### Metal layers overlaid, run 1

Drawn at 3 px/um. Two of the layers only.
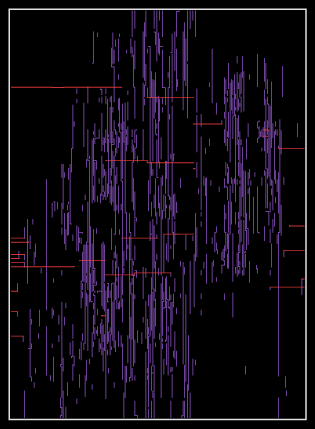
### Signal metal coverage by tile, run 1

Drawn at 2 px/um. The die is cut into 20 by 27 equal tiles; dark purple is low, yellow is high, scaled to the fullest tile. Values are wire area over tile area, all layers added.
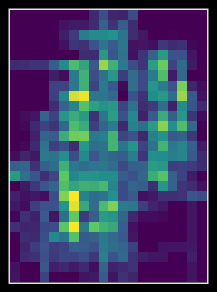
### Close-up of the layout, run 1

Window x 34 to 64, y 53 to 83 um. Cells in gray, sequential cells in the stronger gray; small squares are vias.
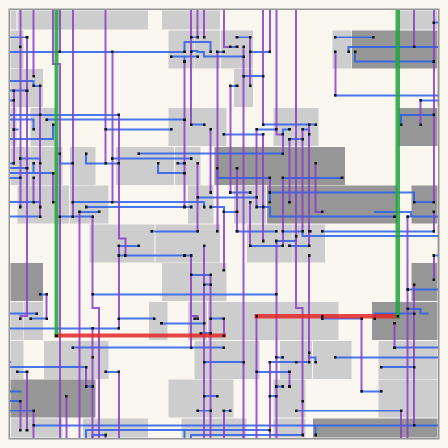
## config.mk

```make
export PLATFORM = sky130hd
export DESIGN_NAME = seg7_scan_capture
export DESIGN_NICKNAME = d
export VERILOG_FILES = /design/src/rtl/seg7_pkg.sv /design/src/rtl/seg7_scan_capture_decode.sv /design/src/rtl/seg7_scan_capture.sv
export SDC_FILE = /design/constraint.sdc
export NUM_CORES = 1
export LEC_CHECK = 0
export CAP_MARGIN = 0
export CORE_ASPECT_RATIO = 1.4
export CORE_MARGIN = 2
export CORE_UTILIZATION = 35
export CTS_CLUSTER_SIZE = 28
export DETAILED_ROUTE_END_ITERATION = 12
export GPL_TIMING_DRIVEN = 0
export PLACE_DENSITY = 0.58
export SYNTH_ARGS = -nofsm -noshare
export SYNTH_HDL_FRONTEND = slang
export SYNTH_HIERARCHICAL = 1
export SYNTH_SLANG_ARGS = --single-unit
```

## constraint.sdc

```tcl
create_clock -name clk -period 3.99 [get_ports clk]
set_input_delay 1.197 -clock clk [delete_from_list [all_inputs] [get_ports clk]]
set_output_delay 1.197 -clock clk [all_outputs]
set_load 0.05 [all_outputs]
```

## src/rtl/seg7_pkg.sv

```systemverilog
// Shared constants, FSM state type and anode-select helper for the 7-segment scan capture.
package seg7_pkg;

    localparam logic [6:0] SEG_0     = 7'b1000000;
    localparam logic [6:0] SEG_1     = 7'b1111001;
    localparam logic [6:0] SEG_2     = 7'b0100100;
    localparam logic [6:0] SEG_3     = 7'b0110000;
    localparam logic [6:0] SEG_4     = 7'b0011001;
    localparam logic [6:0] SEG_5     = 7'b0010010;
    localparam logic [6:0] SEG_6     = 7'b0000010;
    localparam logic [6:0] SEG_7     = 7'b1111000;
    localparam logic [6:0] SEG_8     = 7'b0000000;
    localparam logic [6:0] SEG_9     = 7'b0011000;
    localparam logic [6:0] SEG_BLANK = 7'b1111111;

    typedef enum logic [1:0] {IDLE, SETTLE, HOLD} state_e;

    typedef struct packed {
        logic       legal;
        logic [1:0] idx;
    } sel_t;

    // Exactly one active-low anode is a legal select; anything else is "no select".
    function automatic sel_t onehot0_low(input logic [3:0] an);
        sel_t s;
        s = '{legal: 1'b1, idx: 2'd0};
        case (an)
            4'b1110: s.idx = 2'd0;
            4'b1101: s.idx = 2'd1;
            4'b1011: s.idx = 2'd2;
            4'b0111: s.idx = 2'd3;
            default: s.legal = 1'b0;
        endcase
        return s;
    endfunction

endpackage

```

## src/rtl/seg7_scan_capture_decode.sv

```systemverilog
// Combinational active-low gfedcba pattern to BCD decoder.
module seg7_pattern_decode
    import seg7_pkg::*;
(
    input  logic [6:0] seg_i,
    output logic       legal_o,
    output logic       blank_o,
    output logic [3:0] value_o
);

    always_comb begin
        // NOTE: every output gets a default first so no path leaves a latch behind.
        legal_o = 1'b1;
        blank_o = 1'b0;
        value_o = 4'd0;
        case (seg_i)
            SEG_0:     value_o = 4'd0;
            SEG_1:     value_o = 4'd1;
            SEG_2:     value_o = 4'd2;
            SEG_3:     value_o = 4'd3;
            SEG_4:     value_o = 4'd4;
            SEG_5:     value_o = 4'd5;
            SEG_6:     value_o = 4'd6;
            SEG_7:     value_o = 4'd7;
            SEG_8:     value_o = 4'd8;
            SEG_9:     value_o = 4'd9;
            SEG_BLANK: begin
                legal_o = 1'b0;
                blank_o = 1'b1;
            end
            default:   legal_o = 1'b0;
        endcase
    end

endmodule

```

## src/rtl/seg7_scan_capture.sv

```systemverilog
// Samples a multiplexed common-anode display bus, filters each digit for stability and
// publishes a decoded per-digit register file with frame and stale indications.
module seg7_scan_capture
    import seg7_pkg::*;
#(
    parameter int unsigned STABLE_CNT = 4,
    parameter int unsigned TIMEOUT    = 1000000
) (
    input  logic        clk,
    input  logic        rst,
    input  logic [3:0]  an_i,
    input  logic [6:0]  seg_i,
    output logic [15:0] digits_o,
    output logic [3:0]  dig_valid_o,
    output logic [3:0]  dig_blank_o,
    output logic [3:0]  dig_err_o,
    output logic        frame_valid_o,
    output logic        stale_o
);

    localparam logic [7:0]  STABLE_C = 8'(STABLE_CNT);
    localparam logic [23:0] TMO_C    = 24'(TIMEOUT);

    logic [3:0]  an_q;
    logic [6:0]  seg_q;
    state_e      state_q, state_d;
    logic [1:0]  idx_q, idx_d;
    logic [6:0]  pat_q, pat_d;
    logic [7:0]  cnt_q, cnt_d;
    logic [23:0] tmo_q, tmo_d;
    logic [3:0]  mask_q, mask_d, mask_set;
    logic [15:0] digits_q, digits_d;
    logic [3:0]  valid_q, valid_d, blank_q, blank_d, err_q, err_d;
    logic        frame_q, frame_d;

    sel_t        sel;
    logic        match, relatch, commit;
    logic        dec_legal, dec_blank;
    logic [3:0]  dec_value;

    assign sel   = onehot0_low(an_q);
    assign match = sel.legal && (sel.idx == idx_q) && (seg_q == pat_q);

    seg7_pattern_decode u_decode (
        .seg_i   (seg_q),
        .legal_o (dec_legal),
        .blank_o (dec_blank),
        .value_o (dec_value)
    );

    always_comb begin
        state_d = state_q;
        idx_d   = idx_q;
        pat_d   = pat_q;
        cnt_d   = cnt_q;
        relatch = 1'b0;
        commit  = 1'b0;
        case (state_q)
            IDLE: relatch = sel.legal;
            SETTLE: begin
                if (!sel.legal) begin
                    state_d = IDLE;
                end else if (match) begin
                    // A count already at target only happens for STABLE_CNT=1, committed on relatch.
                    if (cnt_q >= STABLE_C) begin
                        state_d = HOLD;
                    end else begin
                        cnt_d = cnt_q + 8'd1;
                        if (cnt_d == STABLE_C) begin
                            commit  = 1'b1;
                            state_d = HOLD;
                        end
                    end
                end else begin
                    relatch = 1'b1;
                end
            end
            HOLD: begin
                if (!sel.legal) state_d = IDLE;
                else if (!match) relatch = 1'b1;
            end
            default: state_d = IDLE;
        endcase
        if (relatch) begin
            idx_d   = sel.idx;
            pat_d   = seg_q;
            cnt_d   = 8'd1;
            state_d = SETTLE;
            commit  = (STABLE_C == 8'd1);
        end
    end

    always_comb begin
        digits_d = digits_q;
        valid_d  = valid_q;
        blank_d  = blank_q;
        err_d    = err_q;
        mask_d   = mask_q;
        frame_d  = 1'b0;
        mask_set = mask_q | (4'b0001 << sel.idx);
        tmo_d    = (tmo_q == TMO_C) ? tmo_q : tmo_q + 24'd1;
        if (commit) begin
            tmo_d = 24'd0;
            if (mask_set == 4'b1111) begin
                frame_d = 1'b1;
                mask_d  = 4'b0000;
            end else begin
                mask_d  = mask_set;
            end
            valid_d[sel.idx] = dec_legal;
            blank_d[sel.idx] = dec_blank;
            err_d[sel.idx]   = !dec_legal && !dec_blank;
            if (dec_legal) digits_d[{sel.idx, 2'b00} +: 4] = dec_value;
        end
    end

    // NOTE: the digit register file is only 16+12 flops, so it is reset like any other state.
    always_ff @(posedge clk or posedge rst) begin
        if (rst) begin
            an_q     <= 4'hF;
            seg_q    <= SEG_BLANK;
            state_q  <= IDLE;
            idx_q    <= 2'd0;
            pat_q    <= SEG_BLANK;
            cnt_q    <= 8'd0;
            tmo_q    <= 24'd0;
            mask_q   <= 4'd0;
            digits_q <= 16'd0;
            valid_q  <= 4'd0;
            blank_q  <= 4'd0;
            err_q    <= 4'd0;
            frame_q  <= 1'b0;
        end else begin
            // NOTE: non-blocking assignments so every flop samples pre-edge values.
            an_q     <= an_i;
            seg_q    <= seg_i;
            state_q  <= state_d;
            idx_q    <= idx_d;
            pat_q    <= pat_d;
            cnt_q    <= cnt_d;
            tmo_q    <= tmo_d;
            mask_q   <= mask_d;
            digits_q <= digits_d;
            valid_q  <= valid_d;
            blank_q  <= blank_d;
            err_q    <= err_d;
            frame_q  <= frame_d;
        end
    end

    assign digits_o      = digits_q;
    assign dig_valid_o   = valid_q;
    assign dig_blank_o   = blank_q;
    assign dig_err_o     = err_q;
    assign frame_valid_o = frame_q;
    assign stale_o       = (tmo_q == TMO_C);

endmodule

```

==> metrics.yaml, run 1 <==
synthesis:
  yosys-stat-cells: 400
  netlist_instances: 400
  edf_count: 0
  ys_types: 52
  synth-main-ff-cell: "dfrtp_1"
  yosysChipArea_um2: 4370
  syn_area_per_cell_um2: 10.9
  simple_gate_share_pct: 19.8
  ys_seq_share_pct: 50.3
  mux_share_pct: 9.47
  synth_area_um2: 4370
  synth_nets: 428
  yosysWarnings: 6
floorplan:
  std_cell_rows: 48
  ios: 43
  core_area_um2: 12300
  initial_core_util_pct: 35.7
  chipArea_um2: 13400
  tapCellCount: 150
  die-width_um: 98.5
  die_h_um: 136
route:
  met3_length_um: 231
  viasPerCell: 4.92
  top_layer: "met4"
  drc_errors: 0
  drt_iter0_drc: 149
  wl_met2_um: 4840
  firstDrtPassIters: 4
  ant_nets: 0
  wl_met1_um: 3650
cells_and_area:
  final_area_um2: 5340
  fillers: 1182
  seq_area_share_pct: 41.2
  clk_share_pct: 6.16
  final_util_pct: 43.6
  seqCellArea_um2: 2200
  drive_gt1_share_pct: 12.9
  bufAreaShareNonClock_pct: 9.67
  syn_to_final_growth_pct: 22.2
  num-nonclk-inverters: 22
  num-multi-input-gates: 281
  num-nonclk-buffers: 53
  final_cells: 609
  largest_cell_class: "sequential cells"
  clock_buffers: 13
  final_cell_mix: "dfrtp_1 (69), nor2_1 (43), clkdlybuf4s50_1 (41), nand2_1 (31), xor2_1 (24)"
  logic_area_um2: 2020
  largest_reg_flops: 24
  sh_comb_area_pct: 37.9
  num-nets-final: 482
  flops: 87
power:
  peakVddDrop_uv: 189
  power.density_nw_per_um2: 403
  totalPowerFinal_mw: 2.15
  p_leak_nw: 2.41
worst_setup_path:
  reg2reg_depth: 6
  cp_slowest_cell: "dlymetal6s2s_1"
  path_class: "reg -> out"
  crit_cells: 4
  endpoint: "stale_o"
  path_buffers: 1
  worstReg2RegEnd: "digits_o[11]"
  slowest_delay_ns: 0.50
  setup.worst_path.start_class: "flip-flop"
  critical_path.endpoint_type: "output pin"
  r2r_slack_ns: 1.23
  path_delay_family: "simple AND/OR/NAND/NOR gates"
  r2r-start: "seg_q[4]"
  critical_path.cell_chain: "nor4_1 > nand4_1 > nor3_1 > dlymetal6s2s_1"
timing:
  finalWorstSetupSlack_ns: 0.523
  fin_crit_sh_pct: 86.9
  finalHoldViolations: 0
  worst_hold_slack_ns: 0.485
  fin_crit_ns: 3.47
  fmax_mhz: 288
  finClkSkew_ns: 0.00787
  max_slew.worst_pin.slew_ns: 0.851
  tns_ns: 0
  slew-limit-headroom_pct: 42.5
  finalMaxSlewViolations: 0
worst_hold_path:
  min_path_type: "reg -> reg"
  worstHoldStart: "dig_blank_o[2]"
  hold_depth: 1
status:
  status: "finished clean"
clocking:
  clk_path_buf_depth: 2
  insertion_delay_ns: 0.34
  htreeDepth: 3
  clk_pin_slew_ns: 0.07
  ctsResizeCount: 0
  cts_buffers: 9
  cts.sinks: 87
  ctsRootBufferMaster: "clkbuf_16"
place:
  post_dp_cell_area_um2: 5010
  dp_hpwl_um: 6430
  io_buffers: 42
grt:
  grt_pass1_vias: 3117
  top_usage_layer: "met2"
  grt-ovfl-total: 0
  grt_max_degree: 48
  grt_pass1_wl_um: 14900
  met2_usage_pct: 26.3
  use_met1_pct: 15.3
run:
  openroad.warnings: 38
Back to the opening pictures, 'Metal layers overlaid':
Key: M3 = red [wire length 231 um]; M2 = purple [wire length 4,840 um]
total vias in the final route: 2,999
DRT Wirelength: 8830 um
aggregate global-route resource usage: 14.0%
Avg WL per Cell: 14.5 um

Back to the opening pictures, 'Signal metal coverage by tile':
The mean over all tiles is 0.10. The emptiest ninth of the die: south-east. 14% of the tiles are over half the peak.

Back to the opening pictures, 'Close-up of the layout':
Key: M1 = blue; M2 = purple; M4 = green; M3 = red
Most frequent: ha_1 (6), dfrtp_1 (6). 47 logic cells have their middle in the window. Sequential cells in the window: 6. Netlist names of flops here include digits_o (2), mask_q (2), tmo_q (2).

run 1: synthesized netlist by cell type, types with 5 or more instances:
cell	n	area, um^2
nor3_1	6	30.0
xor2_1	24	210
nor2b_1	9	56.3
dfstp_2	18	473
inv_1	21	78.8
mux2_1	22	248
mux2i_1	11	110
ha_1	15	188
nand2_1	31	116
nand3_1	18	90.1
nand4_1	10	62.6
nor2_1	43	161
a21oi_1	5	25.0
dfrtp_1	69	1730
and3_1	13	81.3
mux2_2	5	56.3
and4_1	5	43.8
xnor2_1	12	105
run 1: report_power, final:
group | leakage (nW) | total (mW) | internal (mW) | switching (mW)
sequential | 1.13 | 1.01 | 0.967 | 0.0424
combinational | 1.12 | 0.237 | 0.111 | 0.127
clock | 0.161 | 0.907 | 0.560 | 0.347
==> inputs of run 2 (changes only) <==
--- a/config.mk
+++ b/config.mk
@@ -13,6 +13,7 @@
 export DETAILED_ROUTE_END_ITERATION = 12
 export GPL_TIMING_DRIVEN = 0
 export PLACE_DENSITY = 0.58
+export SKIP_LAST_GASP = 1
 export SYNTH_ARGS = -nofsm -noshare
 export SYNTH_HDL_FRONTEND = slang
 export SYNTH_HIERARCHICAL = 1
==> constraint.sdc (replaced) <==
create_clock -name clk -period 4.48 [get_ports clk]
set_input_delay 1.344 -clock clk [delete_from_list [all_inputs] [get_ports clk]]
set_output_delay 1.344 -clock clk [all_outputs]
set_load 0.05 [all_outputs]
### Selected gate families, run 2

Drawn at 3 px/um.
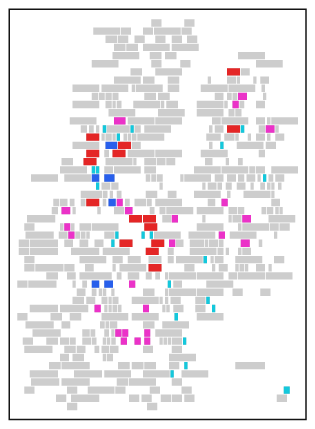
Key: inv cells = cyan [cells 22]; non-inverting ao/oa cells = blue [cells 6]; fa/ha/maj cells = red [cells 15]; and/or cells = magenta [cells 24]
combinational share of cell area: 37.9%
non-filler instance count after layout: 609

==> run 2 against run 1 <==
  * Core utilization about the same
  * Cell count did not move
  * Sequential power is about 10% lower
  * Power fell by 11%
  * Setup slack worse by 0.080 ns
  * Count of clock-buffer cells in the layout unchanged
  * Routed wire length barely moved
  * Die size is the same
  * Critical path type unchanged
  * Largest cell class unchanged
  * Highest routed layer unchanged
==> metrics.yaml, run 2 <==
floorplan:
  std_cell_rows: 48  # unchanged
  die-width_um: 98.5  # unchanged
  die_h_um: 136  # unchanged
  core_area_um2: 12300  # unchanged
  ios: 43  # unchanged
  initial_core_util_pct: 35.7  # unchanged
  chipArea_um2: 13400  # unchanged
route:
  ant_nets: 0  # unchanged
  post_drt_wl_per_cell_um: 14.5  # about the same
  firstDrtPassIters: 4  # unchanged
  top_layer: "met4"
  viasPerCell: 4.91  # -0.20%
  wl_um: 8840  # about the same
  met3_length_um: 236  # +2.2%
  drc_errors: 0  # unchanged
  wl_met1_um: 3650  # about the same
  wl_met2_um: 4840  # about the same
  drt_iter0_drc: 146  # -2.0%
  via_count: 2993  # -0.20%
worst_setup_path:
  path_class: "reg -> out"
  setup.worst_path.start_class: "flip-flop"
  worst-path-max-fanout: 6
  slowest_delay_ns: 0.92  # +0.42 ns
  cp.required_ns: 3.14
  cp_slowest_cell: "clkdlybuf4s50_1"
  r2r_slack_ns: 1.72  # +0.49 ns
  r2r-start: "seg_q[4]"
  path_delay_family: "simple AND/OR/NAND/NOR gates"
  startpoint: "tmo_q[13]"
  path_buffers: 1  # unchanged
  critical_path.cell_chain: "nor4_1 > nand4_1 > nor3_1 > clkdlybuf4s50_1"
  reg2reg_depth: 6  # unchanged
  cp_data_arrival_time_ns: 2.69
  critical_path.endpoint_type: "output pin"
  worstReg2RegEnd: "digits_o[11]"
power:
  comb_power_share_pct: 11.0  # about the same
  peakVddDrop_uv: 169  # -11%
  p_int_mw: 1.46  # -11%
  switching_share_pct: 24.0  # about the same
  seqPwrFrac_pct: 46.9  # about the same
  totalPowerFinal_mw: 1.92  # -11%
  comb_power_mw: 0.211  # -11%
  pg_seq_mw: 0.899  # -10%
  power.density_nw_per_um2: 359  # -11%
  p_leak_nw: 2.40  # -0.78%
  top_power_group: "sequential cells"
  clockPowerShare_pct: 42.1  # about the same
  p_switching_mw: 0.460  # -11%
  clock_power_mw: 0.808  # -11%
clocking:
  cts_tree: "done"
  postCtsHoldBufs: 0
  clk_pin_slew_ns: 0.07  # about the same
  insertion_delay_ns: 0.34  # about the same
  cts.sinks: 87  # unchanged
  ctsRootBufferMaster: "clkbuf_16"
  htreeDepth: 3  # unchanged
  cts_setup_buffers: 0
  cts_buffers: 9  # unchanged
  clk_path_buf_depth: 2  # unchanged
  ctsResizeCount: 0  # unchanged
synthesis:
  ys_ff: 87
  yosysWarnings: 6  # unchanged
  synthXorXnorAreaFrac_pct: 7.21
  top_cell_area_share_pct: 39.5  # unchanged
  ys_seq_share_pct: 50.3  # unchanged
  netlist_top_cells_count: "dfrtp_1 (69), nor2_1 (43), nand2_1 (31)"
  synth-main-ff-cell: "dfrtp_1"
  top_cells_by_area: "dfrtp_1 (39%), dfstp_2 (11%), mux2_1 (5.7%)"
  edf_count: 0  # unchanged
  synth_nets: 428  # unchanged
  ys_async_sr_fraction_pct: 100
  ys_types: 52  # unchanged
  mux_share_pct: 9.47  # unchanged
  syn_area_per_cell_um2: 10.9  # unchanged
  synth_area_um2: 4370  # unchanged
  aoi_share_pct: 5.50
  yosys.area.top_type: "dfrtp_1"
  top_logic_kind: "simple AND/OR/NAND/NOR gates"
  yosysChipArea_um2: 4370  # unchanged
  netlist_instances: 400  # unchanged
  synth.most_common_cell: "dfrtp_1"
  simple_gate_share_pct: 19.8  # unchanged
  yosys-stat-cells: 400  # unchanged
  yosys.area_share.adder_pct: 4.29
timing:
  rsz0062_at_grt: "no"
  slew-limit-headroom_pct: 42.5  # about the same
  finalHoldViolations: 0  # unchanged
  finalWorstSetupSlack_ns: 0.443  # -0.0804 ns
  fmax_mhz: 248
  finClkSkew_ns: 0.00793  # +0.0000684 ns
  finalMaxSlewViolations: 0  # unchanged
  fin_crit_ns: 4.04
  max_slew.worst_pin.slew_ns: 0.851  # -0.000379 ns
  finalSetupViolCount: 0
  tns_ns: 0  # unchanged
  fin_crit_sh_pct: 90.1
  worst_hold_slack_ns: 0.485  # unchanged
cells_and_area:
  drive_gt1_share_pct: 12.9  # unchanged
  num-nets-final: 482  # unchanged
  syn_to_final_growth_pct: 22.1  # about the same
  final_area_um2: 5340  # about the same
  final_util_pct: 43.6  # about the same
  final_cell_mix: "dfrtp_1 (69), nor2_1 (43), clkdlybuf4s50_1 (42), nand2_1 (31), xor2_1 (24)"
  largest-register: "tmo_q"
  lay_top_count: "dfrtp_1"
  largest_reg_flops: 24  # unchanged
  num_antenna_cells: 0
run:
  openroad.warnings: 38  # unchanged
  maxCapViolations: 0
place:
  dp_hpwl_um: 6430  # unchanged
  placed_cells: 593
  io_buffers: 42  # unchanged
  pre_cts_ws_ns: 0.798
  post_dp_cell_area_um2: 5010  # unchanged
  gp_congestion: 0.822
grt:
  met2_usage_pct: 26.3  # unchanged
  grt_pass1_wl_um: 14900  # unchanged
  grt-ovfl-total: 0  # unchanged
  antenna_found_initial: 0
  use_met3_pct: 3.29
  use_met1_pct: 15.3  # unchanged
  grt_usage_pct: 14.0  # unchanged
  grt_pass1_vias: 3117  # unchanged
  top_usage_layer: "met2"
  grt_max_degree: 48  # unchanged
status:
  status: "finished clean"
worst_hold_path:
  min_path_type: "reg -> reg"
  hold_depth: 1  # unchanged
  whs_endpoint: "dig_blank_o[2]"
  worstHoldStart: "dig_blank_o[2]"
### Close-up of the layout, run 2

Window x 34 to 64, y 53 to 83 um. Cells in gray, sequential cells in the stronger gray; small squares are vias.
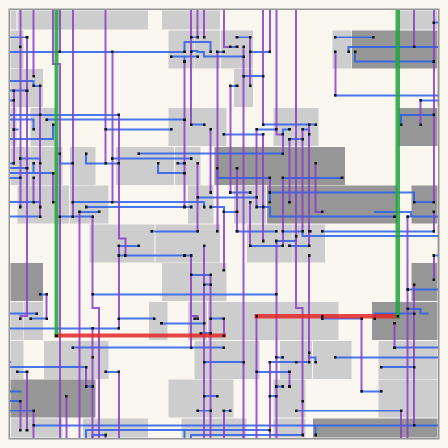
Key: M2 = purple; M4 = green; M1 = blue; M3 = red
Most frequent: ha_1 (6), dfrtp_1 (6). Sequential cells in the window: 6. Netlist names of flops here include digits_o (2), mask_q (2), tmo_q (2). 47 logic cells have their middle in the window.

run 2: cell type report:
cell class / instances / area (um^2)
flip-flops and latches: 87 / 2200
inverters: 22 / 85.1
clock buffers: 13 / 282
repair buffers: 43 / 448
clock inverters: 3 / 47.5
multi-input cells: 281 / 2020
plain buffers: 10 / 66.3
well taps: 150 / 188
fillers: 1181 / 6910
run 2: worst max-delay path by stage:
| stage | to | slack (ns) | cells after the start |
|---|---|---|---|
| floorplan | cnt_q[0] | 0.92 | 1 |
| global placement | dig_blank_o[2] | -0.52 | 2 |
| detailed placement | stale_o | 0.80 | 4 |
| CTS | stale_o | 0.42 | 4 |
| global route | stale_o | 0.26 | 4 |
| finish | stale_o | 0.44 | 4 |
==> inputs of run 3 (changes only) <==
--- a/config.mk
+++ b/config.mk
@@ -9,7 +9,7 @@
 export CORE_ASPECT_RATIO = 1.4
 export CORE_MARGIN = 2
 export CORE_UTILIZATION = 35
-export CTS_CLUSTER_SIZE = 28
+export CTS_CLUSTER_SIZE = 8
 export DETAILED_ROUTE_END_ITERATION = 12
 export GPL_TIMING_DRIVEN = 0
 export PLACE_DENSITY = 0.58
### Signal metal coverage by tile, run 3

Drawn at 2 px/um. The die is cut into 20 by 27 equal tiles; dark purple is low, yellow is high, scaled to the fullest tile. Values are wire area over tile area, all layers added.
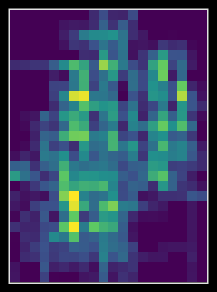
24% of the tiles are nearly empty. The densest ninth of the die: center. 14% of the tiles are over half the peak. The mean over all tiles is 0.10. The fullest tile reaches 0.43.

==> run 3 against run 2 <==
  * Final area stayed put
  * Highest routed layer unchanged
  * Synthesized cell count stayed put
  * Synthesized area stayed put
==> metrics.yaml, run 3 <==
status:
  status: "finished clean"
worst_setup_path:
  worst-path-max-fanout: 6  # unchanged
  critical_path.endpoint_type: "output pin"
  slowest_delay_ns: 0.92  # about the same
  reg2reg_depth: 6  # unchanged
  endpoint: "stale_o"
  r2r_slack_ns: 1.72  # about the same
  cp_data_arrival_time_ns: 2.69  # about the same
  setup.worst_path.start_class: "flip-flop"
cells_and_area:
  drive_gt1_share_pct: 12.9  # unchanged
  final_cells: 609  # unchanged
  final_cell_mix: "dfrtp_1 (69), nor2_1 (43), clkdlybuf4s50_1 (42), nand2_1 (31), xor2_1 (24)"
  num_antenna_cells: 0  # unchanged
  lay_top_count: "dfrtp_1"
  fillers: 1181  # unchanged
  final_area_um2: 5340  # unchanged
route:
  wl_met2_um: 4840  # unchanged
  met3_length_um: 236  # unchanged
  ant_nets: 0  # unchanged
  viasPerCell: 4.91  # unchanged
  drc_errors: 0  # unchanged
  via_count: 2993  # unchanged
  drt_iter0_drc: 146  # unchanged
  firstDrtPassIters: 4  # unchanged
timing:
  finalHoldViolations: 0  # unchanged
  rsz0062_at_grt: "no"
  fmax_mhz: 248  # unchanged
synthesis:
  synth_area_um2: 4370  # unchanged
  yosys-stat-cells: 400  # unchanged
  top_cell_area_share_pct: 39.5  # unchanged
  syn_area_per_cell_um2: 10.9  # unchanged
  synth.most_common_cell: "dfrtp_1"
  mux_share_pct: 9.47  # unchanged
  top_logic_kind: "simple AND/OR/NAND/NOR gates"
  top_cells_by_area: "dfrtp_1 (39%), dfstp_2 (11%), mux2_1 (5.7%)"
  ys_seq_share_pct: 50.3  # unchanged
  ys_ff: 87  # unchanged
  netlist_top_cells_count: "dfrtp_1 (69), nor2_1 (43), nand2_1 (31)"
  simple_gate_share_pct: 19.8  # unchanged
  netlist_instances: 400  # unchanged
clocking:
  cts_tree: "done"
  htreeDepth: 3  # unchanged
  ctsRootBufferMaster: "clkbuf_16"
  insertion_delay_ns: 0.34  # about the same
  cts.sinks: 87  # unchanged
power:
  seqPwrFrac_pct: 46.9  # about the same
  top_power_group: "sequential cells"
  p_switching_mw: 0.460  # unchanged
  peakVddDrop_uv: 169  # unchanged
  switching_share_pct: 24.0  # unchanged
  p_int_mw: 1.46  # unchanged
  comb_power_share_pct: 11.0  # about the same
  totalPowerFinal_mw: 1.92  # unchanged
  clock_power_mw: 0.808  # about the same
  pg_seq_mw: 0.899  # about the same
grt:
  antenna_found_initial: 0  # unchanged
  met2_usage_pct: 26.3  # unchanged
  grt_max_degree: 48  # unchanged
  use_met3_pct: 3.29  # unchanged
  use_met1_pct: 15.3  # unchanged
  grt_usage_pct: 14.0  # unchanged
floorplan:
  die-width_um: 98.5  # unchanged
  std_cell_rows: 48  # unchanged
  core_area_um2: 12300  # unchanged
worst_hold_path:
  worstHoldStart: "dig_blank_o[2]"
place:
  post_dp_cell_area_um2: 5010  # unchanged
  pre_cts_ws_ns: 0.798  # unchanged
  io_buffers: 42  # unchanged
run:
  maxCapViolations: 0  # unchanged
### Metal layers overlaid, run 3

Drawn at 3 px/um. Two of the layers only.
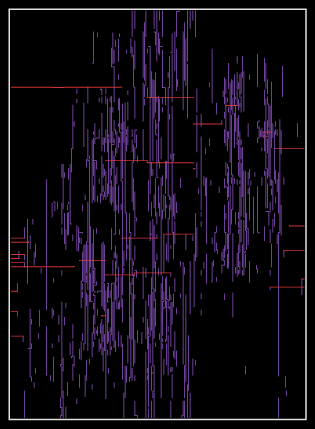
Key: M3 = red [wire length 237 um]; M2 = purple [wire length 4,840 um]
Avg WL per Cell: 14.5 um
DRT Wirelength: 8840 um

run 3: cell counts after synthesis:
Identical to the previous run, type by type.
run 3: layout make-up:
| class | count | area, um^2 | share of cell area, % |
|---|---|---|---|
| Sequential cell | 87 | 2200 | 41.2 |
| Clock buffer | 13 | 282 | 5.27 |
| Tap cell | 150 | 188 | 3.52 |
| Multi-Input combinational cell | 281 | 2020 | 37.9 |
| Inverter | 22 | 85.1 | 1.59 |
| Buffer | 10 | 66.3 | 1.24 |
| Clock inverter | 3 | 47.5 | 0.891 |
| Timing Repair Buffer | 43 | 448 | 8.39 |
run 3: worst max-delay path: cells and delay by family, from the launching register on:
kind                   cells  cell delay (ns)
AND/OR/NAND/NOR            3             0.98
buffers and inverters      1             0.92
flip-flops                 1             0.45
Power is estimated from default activity; no workload was simulated.
